**src/rtl/qm_muldiv_pkg.sv**
```systemverilog
// Shared types for the iterative multiply/divide unit.
package qm_muldiv_pkg;

  // Operation codes as issued by the control unit.
  typedef enum logic [1:0] {
    MdMult  = 2'd0,
    MdMultu = 2'd1,
    MdDiv   = 2'd2,
    MdDivu  = 2'd3
  } md_op_e;

  // Sequencer states.
  typedef enum logic [1:0] {
    StIdle = 2'd0,
    StRun  = 2'd1,
    StFix  = 2'd2
  } md_state_e;

  // Divide ops have the upper code bit set.
  function automatic logic op_is_div(input md_op_e op);
    return op[1];
  endfunction

  // Signed ops have the lower code bit clear.
  function automatic logic op_is_signed(input md_op_e op);
    return ~op[0];
  endfunction

endpackage

```
**src/rtl/qm_muldiv_step.sv**
```systemverilog
// One radix-2 iteration of the multiply/divide datapath.
// The accumulator packs {upper, lower} halves:
//   multiply: {partial product high, remaining multiplier bits}
//   divide:   {partial remainder, dividend bits shifting into quotient}
module qm_muldiv_step
  import qm_muldiv_pkg::*;
#(
  parameter int unsigned WIDTH = 32
) (
  input  logic               i_IsDiv,
  input  logic [2*WIDTH-1:0] i_Acc,
  input  logic [WIDTH-1:0]   i_Operand,
  output logic [2*WIDTH-1:0] o_Acc
);

  logic [WIDTH:0] w_mul_sum;
  logic [WIDTH:0] w_div_rem;
  logic [WIDTH:0] w_div_trial;

  // Shift-add for multiply, restoring compare/subtract/shift for divide.
  always_comb begin
    w_mul_sum   = {1'b0, i_Acc[2*WIDTH-1:WIDTH]} +
                  (i_Acc[0] ? {1'b0, i_Operand} : {(WIDTH + 1){1'b0}});
    // Remainder shifted left by one with the next dividend bit brought in.
    w_div_rem   = i_Acc[2*WIDTH-1:WIDTH-1];
    w_div_trial = w_div_rem - {1'b0, i_Operand};
    if (i_IsDiv) begin
      // Top bit of the trial difference set means the subtraction borrowed.
      if (!w_div_trial[WIDTH]) begin
        o_Acc = {w_div_trial[WIDTH-1:0], i_Acc[WIDTH-2:0], 1'b1};
      end else begin
        o_Acc = {w_div_rem[WIDTH-1:0], i_Acc[WIDTH-2:0], 1'b0};
      end
    end else begin
      // Carry-out of the add becomes the new top bit after the right shift.
      o_Acc = {w_mul_sum, i_Acc[WIDTH-1:1]};
    end
  end

endmodule

```
**src/rtl/qm_muldiv.sv**
```systemverilog
// Iterative multiply/divide unit owning the HI/LO register pair.
// Latency from accepted start to HI/LO update is WIDTH+1 edges.
module qm_muldiv
  import qm_muldiv_pkg::*;
#(
  parameter int unsigned WIDTH = 32
) (
  input  logic             i_Clock,
  input  logic             i_Reset_n,
  input  logic             i_Start,
  input  logic [1:0]       i_Op,
  input  logic [WIDTH-1:0] i_A,
  input  logic [WIDTH-1:0] i_B,
  input  logic             i_Cancel,
  input  logic             i_HiWrite,
  input  logic             i_LoWrite,
  input  logic [WIDTH-1:0] i_WData,
  output logic             o_Busy,
  output logic             o_Done,
  output logic [WIDTH-1:0] o_Hi,
  output logic [WIDTH-1:0] o_Lo
);

  localparam int unsigned CntW = $clog2(WIDTH) + 1;

  md_state_e          r_state;
  md_op_e             r_op;
  logic [CntW-1:0]    r_count;
  logic [2*WIDTH-1:0] r_acc;
  logic [WIDTH-1:0]   r_operand;
  logic [WIDTH-1:0]   r_a_raw;
  logic               r_sign_a;
  logic               r_sign_b;
  logic [WIDTH-1:0]   r_hi;
  logic [WIDTH-1:0]   r_lo;
  logic               r_busy;
  logic               r_done;

  md_op_e             w_start_op;
  logic               w_start_signed;
  logic [WIDTH-1:0]   w_abs_a;
  logic [WIDTH-1:0]   w_abs_b;
  logic [2*WIDTH-1:0] w_step_acc;
  logic [2*WIDTH-1:0] w_prod;
  logic [WIDTH-1:0]   w_quot;
  logic [WIDTH-1:0]   w_rem;
  logic [WIDTH-1:0]   w_fix_hi;
  logic [WIDTH-1:0]   w_fix_lo;

  // Operand magnitudes for signed ops; unsigned ops pass through.
  always_comb begin
    w_start_op     = md_op_e'(i_Op);
    w_start_signed = op_is_signed(w_start_op);
    w_abs_a        = (w_start_signed && i_A[WIDTH-1]) ? -i_A : i_A;
    w_abs_b        = (w_start_signed && i_B[WIDTH-1]) ? -i_B : i_B;
  end

  qm_muldiv_step #(
    .WIDTH(WIDTH)
  ) u_step (
    .i_IsDiv  (op_is_div(r_op)),
    .i_Acc    (r_acc),
    .i_Operand(r_operand),
    .o_Acc    (w_step_acc)
  );

  // Sign correction and divide-by-zero override applied in the FIX state.
  always_comb begin
    w_prod   = (r_sign_a ^ r_sign_b) ? -r_acc : r_acc;
    w_quot   = r_acc[WIDTH-1:0];
    w_rem    = r_acc[2*WIDTH-1:WIDTH];
    w_fix_hi = w_prod[2*WIDTH-1:WIDTH];
    w_fix_lo = w_prod[WIDTH-1:0];
    if (op_is_div(r_op)) begin
      // Magnitude of the divisor is zero only when the divisor itself is zero.
      if (r_operand == '0) begin
        w_fix_hi = r_a_raw;
        w_fix_lo = '1;
      end else begin
        w_fix_lo = (r_sign_a ^ r_sign_b) ? -w_quot : w_quot;
        w_fix_hi = r_sign_a ? -w_rem : w_rem;
      end
    end
  end

  // Sequencer, working registers and HI/LO with registered status outputs.
  always_ff @(posedge i_Clock or negedge i_Reset_n) begin
    if (!i_Reset_n) begin
      r_state   <= StIdle;
      r_op      <= MdMult;
      r_count   <= '0;
      r_acc     <= '0;
      r_operand <= '0;
      r_a_raw   <= '0;
      r_sign_a  <= 1'b0;
      r_sign_b  <= 1'b0;
      r_hi      <= '0;
      r_lo      <= '0;
      r_busy    <= 1'b0;
      r_done    <= 1'b0;
    end else begin
      r_done <= 1'b0;
      case (r_state)
        StIdle: begin
          if (i_HiWrite) begin
            r_hi <= i_WData;
          end
          if (i_LoWrite) begin
            r_lo <= i_WData;
          end
          // Cancel takes priority over a simultaneous start.
          if (i_Start && !i_Cancel) begin
            r_op     <= w_start_op;
            r_count  <= '0;
            r_a_raw  <= i_A;
            r_sign_a <= w_start_signed & i_A[WIDTH-1];
            r_sign_b <= w_start_signed & i_B[WIDTH-1];
            if (op_is_div(w_start_op)) begin
              r_acc     <= {{WIDTH{1'b0}}, w_abs_a};
              r_operand <= w_abs_b;
            end else begin
              r_acc     <= {{WIDTH{1'b0}}, w_abs_b};
              r_operand <= w_abs_a;
            end
            r_busy  <= 1'b1;
            r_state <= StRun;
          end
        end
        StRun: begin
          if (i_Cancel) begin
            r_count <= '0;
            r_busy  <= 1'b0;
            r_state <= StIdle;
          end else begin
            r_acc   <= w_step_acc;
            r_count <= r_count + CntW'(1);
            if (r_count == CntW'(WIDTH - 1)) begin
              r_state <= StFix;
            end
          end
        end
        StFix: begin
          r_count <= '0;
          r_busy  <= 1'b0;
          r_state <= StIdle;
          if (!i_Cancel) begin
            r_hi   <= w_fix_hi;
            r_lo   <= w_fix_lo;
            r_done <= 1'b1;
          end
        end
        default: begin
          r_busy  <= 1'b0;
          r_state <= StIdle;
        end
      endcase
    end
  end

  assign o_Busy = r_busy;
  assign o_Done = r_done;
  assign o_Hi   = r_hi;
  assign o_Lo   = r_lo;

endmodule

```
**config.mk**
```make
export PLATFORM = sky130hd
export DESIGN_NAME = qm_muldiv
export DESIGN_NICKNAME = d
export VERILOG_FILES = /design/src/rtl/qm_muldiv_pkg.sv /design/src/rtl/qm_muldiv_step.sv /design/src/rtl/qm_muldiv.sv
export SDC_FILE = /design/constraint.sdc
export NUM_CORES = 1
export LEC_CHECK = 0
export CAP_MARGIN = 40
export CORE_MARGIN = 1.5
export CORE_UTILIZATION = 50
export DETAILED_ROUTE_END_ITERATION = 7
export GPL_ROUTABILITY_DRIVEN = 0
export GPL_TIMING_DRIVEN = 0
export PLACE_DENSITY = 0.79
export SLEW_MARGIN = 30
export SYNTH_ARGS = -nofsm -noshare
export SYNTH_HDL_FRONTEND = slang
export SYNTH_SLANG_ARGS = --single-unit
```
**constraint.sdc**
```tcl
create_clock -name i_Clock -period 5.8 [get_ports i_Clock]
set_input_delay 0.87 -clock i_Clock [delete_from_list [all_inputs] [get_ports i_Clock]]
set_output_delay 0.87 -clock i_Clock [all_outputs]
set_load 0.03 [all_outputs]
```
Figure 1. Metal 1.
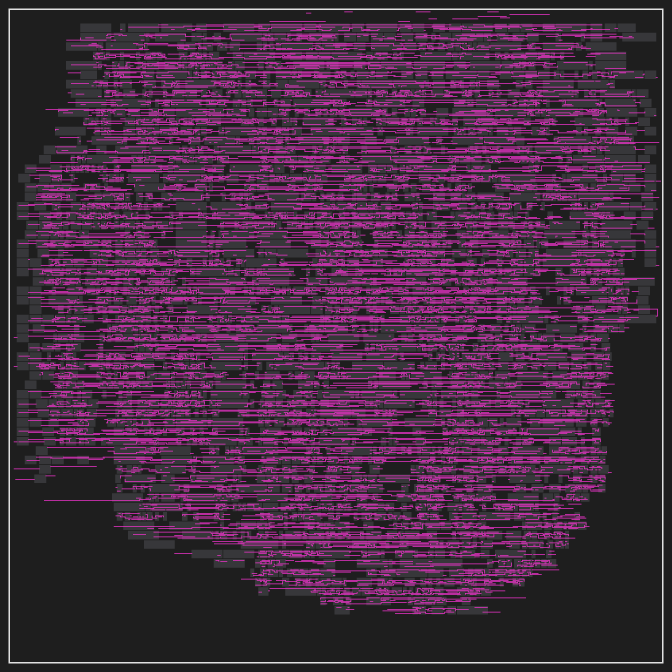
share of all routed wire: 39%
longest straight run: 70.8 µm
nets with wire on the layer: 2450
wire length on this layer: 26.4 mm

Figure 2. The metal 2 layer.
Bar = 50 µm.
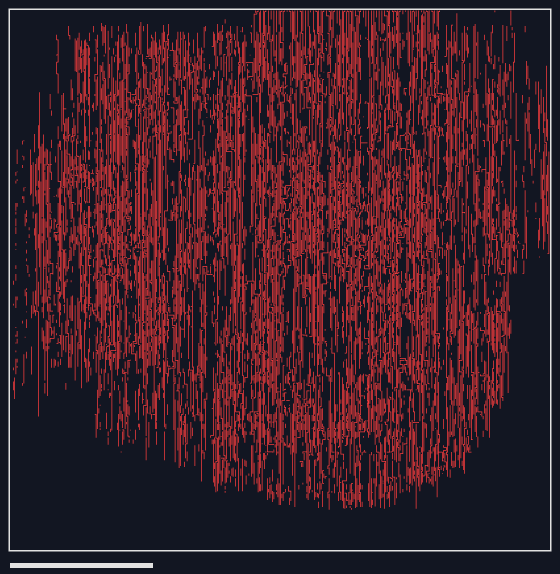
nets with wire on the layer: 2254
longest straight run: 64.1 µm
share of all routed wire: 41%
main direction: vertical

==> flow_summary.toml <==
# implementation run metrics
[clock_network]
postCtsSetupBuffers = 0
hold_buffers = 0
cts_root_buf = "clkbuf_16"
cts_buffer_depth = 3

[synth]
synthTopCellsByArea = "dfrtp_1 (30%), o21ai_0 (6.8%), nand2_1 (6.6%)"
ys_sh_aoi_pct = 24.4
synth-edff-count = 0
ff_type = "dfrtp_1"
synth-simple-area-share_pct = 20.7
logic_family = "AND-OR/OR-AND gates"
ys_area_um2 = 17300

[setup_path]
required_ns = 6.20
start_kind = "register"
r2r-start = "r_acc[32]$_DFFE_PN0P_"
crit_buf_inv = 3
critPathCapture = "r_acc[50]$_DFFE_PN0P_"

[detailed_routing]
drc = 0
wl_per_cell_um = 23.2

[finish]
largest_reg_flops = 64
inv_count = 71
area_growth_pct = 18.2
final-instance-count-excl-fill = 2928
lay_top_cells = "nand2_1 (305), o21ai_0 (234), a21oi_1 (217)"
seq_area_share_pct = 25.2
num_antenna_cells = 0
drive_above_1_share_pct = 3.75

[power]
combinationalPowerShare_pct = 57.4
switching_share_pct = 47.9

[min_path]
hold_class = "in -> async"

[die]
fp.dieW_um = 189
die_area_um2 = 35600
initCoreUtil_pct = 51.1

[run_status]
status = "finished clean"

[grt]
top_usage_layer = "met2"
